met3.png
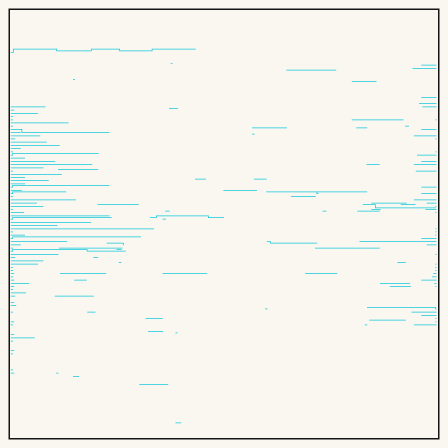
final_congestion.png
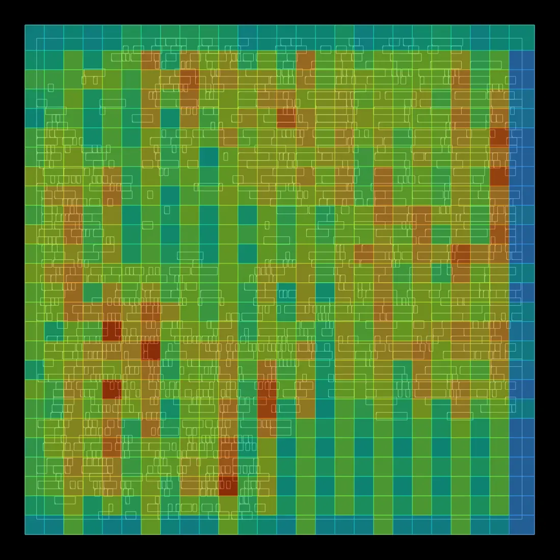
met2.png
Cells faint in the background.
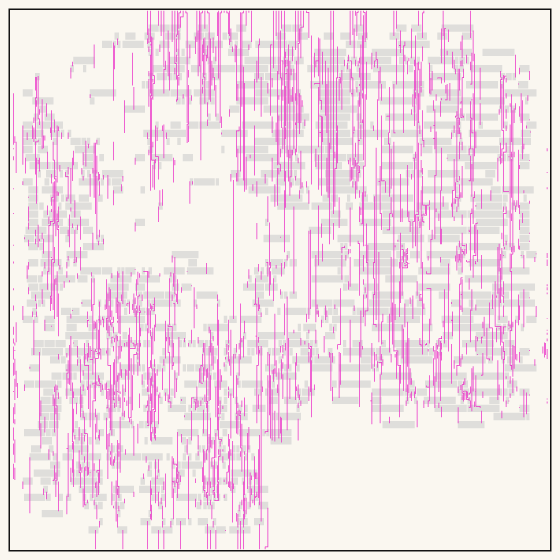
===== src/rtl/host_bus_master_if.sv =====
// Command, write-data, read-response and host bus signals of the host bus master.
// master = the initiator's view; slave = the command source / host target view.
interface host_bus_master_if;
  localparam int unsigned AW = 14;
  localparam int unsigned LW = 8;
  localparam int unsigned DW = 32;

  logic          cmd_valid;
  logic          cmd_ready;
  logic          cmd_write;
  logic          cmd_incr;
  logic [AW-1:0] cmd_addr;
  logic [LW-1:0] cmd_len;

  logic          wr_valid;
  logic          wr_ready;
  logic [DW-1:0] wr_data;

  logic          rsp_valid;
  logic          rsp_ready;
  logic [DW-1:0] rsp_data;
  logic          rsp_last;

  logic          host_cs;
  logic          host_rd;
  logic          host_wr;
  logic [AW-1:0] host_addr;
  logic [DW-1:0] host_d4wt;
  logic [DW-1:0] host_d4rd;

  modport master (
    input  cmd_valid, cmd_write, cmd_incr, cmd_addr, cmd_len,
    output cmd_ready,
    input  wr_valid, wr_data,
    output wr_ready,
    output rsp_valid, rsp_data, rsp_last,
    input  rsp_ready,
    output host_cs, host_rd, host_wr, host_addr, host_d4wt,
    input  host_d4rd
  );

  modport slave (
    output cmd_valid, cmd_write, cmd_incr, cmd_addr, cmd_len,
    input  cmd_ready,
    output wr_valid, wr_data,
    input  wr_ready,
    input  rsp_valid, rsp_data, rsp_last,
    output rsp_ready,
    input  host_cs, host_rd, host_wr, host_addr, host_d4wt,
    output host_d4rd
  );
endinterface


===== src/rtl/host_bus_master.sv =====
// Host bus initiator: single/burst reads and writes on the 14-bit DWORD host bus,
// with streamed write data and a credit-controlled read response FIFO.
module host_bus_master #(
  parameter int unsigned READ_LATENCY = 1,
  parameter int unsigned RSP_DEPTH    = 4
) (
  input  logic              clk,
  input  logic              rst_b,
  host_bus_master_if.master bus,
  output logic              busy
);

  localparam int unsigned AW = 14;
  localparam int unsigned LW = 8;
  localparam int unsigned DW = 32;
  localparam int unsigned PW = $clog2(RSP_DEPTH);
  localparam int unsigned CW = $clog2(RSP_DEPTH + 1);

  typedef enum logic [1:0] {S_IDLE, S_WRITE, S_READ, S_DRAIN} state_e;

  state_e        state_q, state_d;
  logic [AW-1:0] cur_addr_q, cur_addr_d;
  logic [LW-1:0] remain_q, remain_d;
  logic          incr_q, incr_d;

  logic          cs_q, cs_d;
  logic          rd_q, rd_d;
  logic          wr_q, wr_d;
  logic          rd_last_q, rd_last_d;
  logic [AW-1:0] addr_q, addr_d;
  logic [DW-1:0] wdat_q, wdat_d;
  logic          busy_q, busy_d;

  logic [READ_LATENCY-1:0] tag_vld_q, tag_last_q;
  logic [READ_LATENCY:0]   vld_chain, last_chain;

  logic [CW-1:0] inflight_q, inflight_d;
  logic [CW-1:0] count_q, count_d;
  logic [PW-1:0] wptr_q, rptr_q;
  logic [DW:0]   mem_q [RSP_DEPTH];

  logic issue, push, pop, credit_ok;

  // Tags ride alongside each read strobe and surface when host_d4rd is valid.
  assign vld_chain  = {tag_vld_q, rd_q};
  assign last_chain = {tag_last_q, rd_last_q};
  assign push       = tag_vld_q[READ_LATENCY-1];
  assign pop        = (count_q != '0) & bus.rsp_ready;

  // Reserve a FIFO slot for every read before it is issued, so capture never overflows.
  assign credit_ok  = ((CW+1)'(inflight_q) + (CW+1)'(count_q)) < (CW+1)'(RSP_DEPTH);

  assign inflight_d = inflight_q + CW'(issue) - CW'(push);
  assign count_d    = count_q + CW'(push) - CW'(pop);

  always_comb begin
    state_d    = state_q;
    cur_addr_d = cur_addr_q;
    remain_d   = remain_q;
    incr_d     = incr_q;
    cs_d       = 1'b0;
    rd_d       = 1'b0;
    wr_d       = 1'b0;
    rd_last_d  = 1'b0;
    addr_d     = addr_q;
    wdat_d     = wdat_q;
    issue      = 1'b0;
    unique case (state_q)
      S_IDLE: begin
        if (bus.cmd_valid) begin
          cur_addr_d = bus.cmd_addr;
          remain_d   = bus.cmd_len;
          incr_d     = bus.cmd_incr;
          state_d    = bus.cmd_write ? S_WRITE : S_READ;
        end
      end
      S_WRITE: begin
        if (bus.wr_valid) begin
          cs_d   = 1'b1;
          wr_d   = 1'b1;
          addr_d = cur_addr_q;
          wdat_d = bus.wr_data;
          if (incr_q) cur_addr_d = cur_addr_q + AW'(1);
          if (remain_q == '0) state_d = S_IDLE;
          else                remain_d = remain_q - LW'(1);
        end
      end
      S_READ: begin
        if (credit_ok) begin
          issue     = 1'b1;
          cs_d      = 1'b1;
          rd_d      = 1'b1;
          addr_d    = cur_addr_q;
          rd_last_d = (remain_q == '0);
          if (incr_q) cur_addr_d = cur_addr_q + AW'(1);
          if (remain_q == '0) state_d = S_DRAIN;
          else                remain_d = remain_q - LW'(1);
        end
      end
      S_DRAIN: begin
        if (inflight_q == '0) state_d = S_IDLE;
      end
      default: state_d = S_IDLE;
    endcase
  end

  // busy follows the bus by one cycle so it covers the final strobe.
  assign busy_d = (state_d != S_IDLE) | cs_d | (inflight_d != '0) | (count_d != '0);

  always_ff @(posedge clk) begin
    if (!rst_b) begin
      state_q    <= S_IDLE;
      cur_addr_q <= '0;
      remain_q   <= '0;
      incr_q     <= 1'b0;
      cs_q       <= 1'b0;
      rd_q       <= 1'b0;
      wr_q       <= 1'b0;
      rd_last_q  <= 1'b0;
      addr_q     <= '0;
      wdat_q     <= '0;
      busy_q     <= 1'b0;
      tag_vld_q  <= '0;
      tag_last_q <= '0;
      inflight_q <= '0;
      count_q    <= '0;
      wptr_q     <= '0;
      rptr_q     <= '0;
    end else begin
      state_q    <= state_d;
      cur_addr_q <= cur_addr_d;
      remain_q   <= remain_d;
      incr_q     <= incr_d;
      cs_q       <= cs_d;
      rd_q       <= rd_d;
      wr_q       <= wr_d;
      rd_last_q  <= rd_last_d;
      addr_q     <= addr_d;
      wdat_q     <= wdat_d;
      busy_q     <= busy_d;
      tag_vld_q  <= vld_chain[READ_LATENCY-1:0];
      tag_last_q <= last_chain[READ_LATENCY-1:0];
      inflight_q <= inflight_d;
      count_q    <= count_d;
      if (push) wptr_q <= wptr_q + PW'(1);
      if (pop)  rptr_q <= rptr_q + PW'(1);
    end
  end

  // Payload storage needs no reset: rsp_valid gates every read of it.
  always_ff @(posedge clk) begin
    if (push) mem_q[wptr_q] <= {tag_last_q[READ_LATENCY-1], bus.host_d4rd};
  end

  assign bus.cmd_ready = (state_q == S_IDLE);
  assign bus.wr_ready  = (state_q == S_WRITE);
  assign bus.rsp_valid = (count_q != '0);
  assign bus.rsp_data  = mem_q[rptr_q][DW-1:0];
  assign bus.rsp_last  = (count_q != '0) & mem_q[rptr_q][DW];
  assign bus.host_cs   = cs_q;
  assign bus.host_rd   = rd_q;
  assign bus.host_wr   = wr_q;
  assign bus.host_addr = addr_q;
  assign bus.host_d4wt = wdat_q;
  assign busy          = busy_q;

endmodule

===== src/flat_wrapper.sv =====
// flat-port wrapper written by rule: the top's interface ports become plain ports
module host_bus_master_flat 
#(
  parameter int unsigned READ_LATENCY = 1,
  parameter int unsigned RSP_DEPTH    = 4
)
  (clk, rst_b, busy, bus_cmd_valid, bus_cmd_write, bus_cmd_incr, bus_cmd_addr, bus_cmd_len, bus_cmd_ready, bus_wr_valid, bus_wr_data, bus_wr_ready, bus_rsp_valid, bus_rsp_data, bus_rsp_last, bus_rsp_ready, bus_host_cs, bus_host_rd, bus_host_wr, bus_host_addr, bus_host_d4wt, bus_host_d4rd);
  host_bus_master_if bus_i ();
  input  logic clk;
  input  logic rst_b;
  output logic busy;
  input wire logic [$bits(bus_i.cmd_valid)-1:0] bus_cmd_valid;
  input wire logic [$bits(bus_i.cmd_write)-1:0] bus_cmd_write;
  input wire logic [$bits(bus_i.cmd_incr)-1:0] bus_cmd_incr;
  input wire logic [$bits(bus_i.cmd_addr)-1:0] bus_cmd_addr;
  input wire logic [$bits(bus_i.cmd_len)-1:0] bus_cmd_len;
  output wire logic [$bits(bus_i.cmd_ready)-1:0] bus_cmd_ready;
  input wire logic [$bits(bus_i.wr_valid)-1:0] bus_wr_valid;
  input wire logic [$bits(bus_i.wr_data)-1:0] bus_wr_data;
  output wire logic [$bits(bus_i.wr_ready)-1:0] bus_wr_ready;
  output wire logic [$bits(bus_i.rsp_valid)-1:0] bus_rsp_valid;
  output wire logic [$bits(bus_i.rsp_data)-1:0] bus_rsp_data;
  output wire logic [$bits(bus_i.rsp_last)-1:0] bus_rsp_last;
  input wire logic [$bits(bus_i.rsp_ready)-1:0] bus_rsp_ready;
  output wire logic [$bits(bus_i.host_cs)-1:0] bus_host_cs;
  output wire logic [$bits(bus_i.host_rd)-1:0] bus_host_rd;
  output wire logic [$bits(bus_i.host_wr)-1:0] bus_host_wr;
  output wire logic [$bits(bus_i.host_addr)-1:0] bus_host_addr;
  output wire logic [$bits(bus_i.host_d4wt)-1:0] bus_host_d4wt;
  input wire logic [$bits(bus_i.host_d4rd)-1:0] bus_host_d4rd;
  assign bus_i.cmd_valid = bus_cmd_valid;
  assign bus_i.cmd_write = bus_cmd_write;
  assign bus_i.cmd_incr = bus_cmd_incr;
  assign bus_i.cmd_addr = bus_cmd_addr;
  assign bus_i.cmd_len = bus_cmd_len;
  assign bus_cmd_ready = bus_i.cmd_ready;
  assign bus_i.wr_valid = bus_wr_valid;
  assign bus_i.wr_data = bus_wr_data;
  assign bus_wr_ready = bus_i.wr_ready;
  assign bus_rsp_valid = bus_i.rsp_valid;
  assign bus_rsp_data = bus_i.rsp_data;
  assign bus_rsp_last = bus_i.rsp_last;
  assign bus_i.rsp_ready = bus_rsp_ready;
  assign bus_host_cs = bus_i.host_cs;
  assign bus_host_rd = bus_i.host_rd;
  assign bus_host_wr = bus_i.host_wr;
  assign bus_host_addr = bus_i.host_addr;
  assign bus_host_d4wt = bus_i.host_d4wt;
  assign bus_i.host_d4rd = bus_host_d4rd;
  host_bus_master #(.READ_LATENCY(READ_LATENCY), .RSP_DEPTH(RSP_DEPTH)) u_core (.clk(clk), .rst_b(rst_b), .bus(bus_i), .busy(busy));
endmodule

===== config.mk =====
export PLATFORM = sky130hd
export DESIGN_NAME = host_bus_master_flat
export DESIGN_NICKNAME = d
export VERILOG_FILES = /design/src/rtl/host_bus_master_if.sv /design/src/rtl/host_bus_master.sv /design/src/flat_wrapper.sv
export SDC_FILE = /design/constraint.sdc
export NUM_CORES = 1
export LEC_CHECK = 0
export ABC_AREA = 1
export CORE_MARGIN = 4
export CORE_UTILIZATION = 30
export DETAILED_ROUTE_END_ITERATION = 7
export PLACE_DENSITY = 0.5
export SYNTH_ARGS = -nofsm -noshare
export SYNTH_HDL_FRONTEND = slang
export SYNTH_SLANG_ARGS = --single-unit
export TNS_END_PERCENT = 100

===== constraint.sdc =====
create_clock -name clk -period 3.8 [get_ports clk]
set_input_delay 0.76 -clock clk [delete_from_list [all_inputs] [get_ports clk]]
set_output_delay 0.76 -clock clk [all_outputs]
set_load 0.02 [all_outputs]

==> qor.csv <==
metric,value,unit
status,"complete, no violations",
yosys warns,0,
Layout fillers,2967,
fin nets,1205,
cts hold-fix bufs,0,
pin count of the biggest net entering global routing,43,
share of cells above drive strength 1,0.0629,
"Max FO, Critical Path",18,
pre-CTS setup slack,749,ps
die width,182,um
synthesized instance count,919,
startpoint type of the worst setup path,register,
crit path kind,register to output port,
row cnt,63,
Post-Syn Nets,1030,
first-pass GRT wire length,36700,um
final cell count without fillers,1503,
GP Congestion,0.782,
post_cts resized,0,
"Registers, synthesis",222,
final hold slack,416,ps
R2R depth,14,
TritonRoute pass-1 iters,4,
clock tree buffer depth,3,
Final WS setup,400,ps
worst path required time,3040,ps
setup TNS,0,ps
Die Y,182,um
Worst-Margin Slew,860,ps
count of input and output buffers,178,
Die Footprint,0.0330,sq mm
Remaining DRCs,0,
clk_skew,8.06,ps
Finish-stage setup viols,0,
initial drt markers,360,
Worst R2R Setup Slack,1230,ps
CTS tree,yes,
"EDFF count, synth",132,
total chip power,7.29,mW
Yosys Instances,919,
R2R Path End,u_core.busy,
initial antenna violation count,0,
## Picture notes: met3.png
wire length on this layer	1710 um
main direction	horizontal
DR vias: 6878
Total Wirelength: 23400 um
met3 Track Usage GR: 0.0403

## Picture notes: final_congestion.png
Final Core Density: 0.405
Tot GR Track Use: 0.136

## Picture notes: met2.png
main direction	vertical
longest straight run	70.4 um
wire length on this layer	10600 um
nets with wire on the layer	909
GR Util met2: 0.221

-- layout make-up --
class                      count  area share
clock buffer                  28      0.0531
clock inverter                18      0.0118
inverter                      63      0.0197
multi-input combinational    590       0.236
sequential                   222       0.481
tap                          390      0.0407
timing repair buffer         192       0.158
-- sequential cells by signal (all words and copies together), names as in the netlist, named ones only --
name / cells
u_core.bus.host_addr: 14
u_core.count_q: 3
u_core.bus.host_cs: 1
u_core.wptr_q: 2
u_core.busy: 1
u_core.inflight_q: 3
u_core.push: 1
u_core.rd_last_q: 1
u_core.rptr_q: 2
u_core.state_q: 2
u_core.cur_addr_q: 14
u_core.tag_last_q: 1
u_core.bus.host_d4wt: 32
u_core.mem_q: 132
u_core.incr_q: 1
u_core.remain_q: 8
u_core.bus.host_wr: 1
u_core.bus.host_rd: 1
-- routing by layer --
layer | vias to the layer above | share of wire | wire length [um] | GRT usage
met1 | 3174 | 0.45 | 10600 | 0.180
met3 | 34 | 0.073 | 1710 | 0.0403
met2 | 199 | 0.45 | 10600 | 0.221
li1 | 3471 | - | - | -
met5 | - | 0 | 0 | 0
met4 | 0 | 0.021 | 493 | 0.0312
-- where the power goes --
part	total, mW	internal, mW	switching, mW
registers	2.86	2.72	0.142
logic	2.14	0.875	1.26
clock network	2.29	1.34	0.952
total	7.29	4.93	2.35
-- cell families (layout without fill, tap and decap cells) --
kind of cell	after synthesis	after routing	share of synthesized area
compound gates	215	215	0.125
xor+xnor	6	6	0.00582
fa+ha+maj	18	18	0.0266
buf+inv	107	301	0.0476
flops	222	222	0.638
simple gates	351	351	0.156
-- worst max-delay path: stages, from the launching register on --
cell and delay [ps]:
dfxtp_1 750, buf_4 360, o21ai_0 120, o22ai_1 240, clkdlybuf4s50_1 650
-- how the worst min path moves through the flow --
| stage | start | end | cells past startpoint | slack, ps |
|---|---|---|---|---|
| 3_5_place_dp | u_core.rd_last_q | u_core.tag_last_q | 2 | 410 |
| 4_1_cts | u_core.rd_last_q | u_core.tag_last_q | 2 | 420 |
| 2_1_floorplan | u_core.rd_last_q | u_core.tag_last_q | 2 | 390 |
| 6_report | u_core.rd_last_q | u_core.tag_last_q | 2 | 420 |
| 5_1_grt | u_core.rd_last_q | u_core.tag_last_q | 2 | 440 |
| 3_3_place_gp | u_core.rd_last_q | u_core.tag_last_q | 2 | 410 |
-- cells in the mapped netlist (2+ instances only) --
cell type    n  share of area
ha_1        16          0.022
o22ai_1     33          0.023
inv_2        5         0.0021
o21ai_1      4         0.0022
buf_4        3         0.0025
nor2_2       4         0.0028
buf_2        8         0.0044
edfxtp_1   132           0.44
inv_1       57          0.024
nand2_2      4         0.0028
nand4_1      5         0.0035
dfxtp_1     90           0.20
buf_1        2        0.00083
nand3_1     24          0.013
fa_1         2         0.0044
nand2_1    120          0.050
a21oi_1     39          0.022
nor2_1     188          0.078
nor3_1       2         0.0011
clkbuf_1    30          0.012
xor2_1       2         0.0019
o21ai_0    133          0.074
nand3_2      2         0.0022
xnor2_1      4         0.0039
Power is estimated from default activity; no workload was simulated.
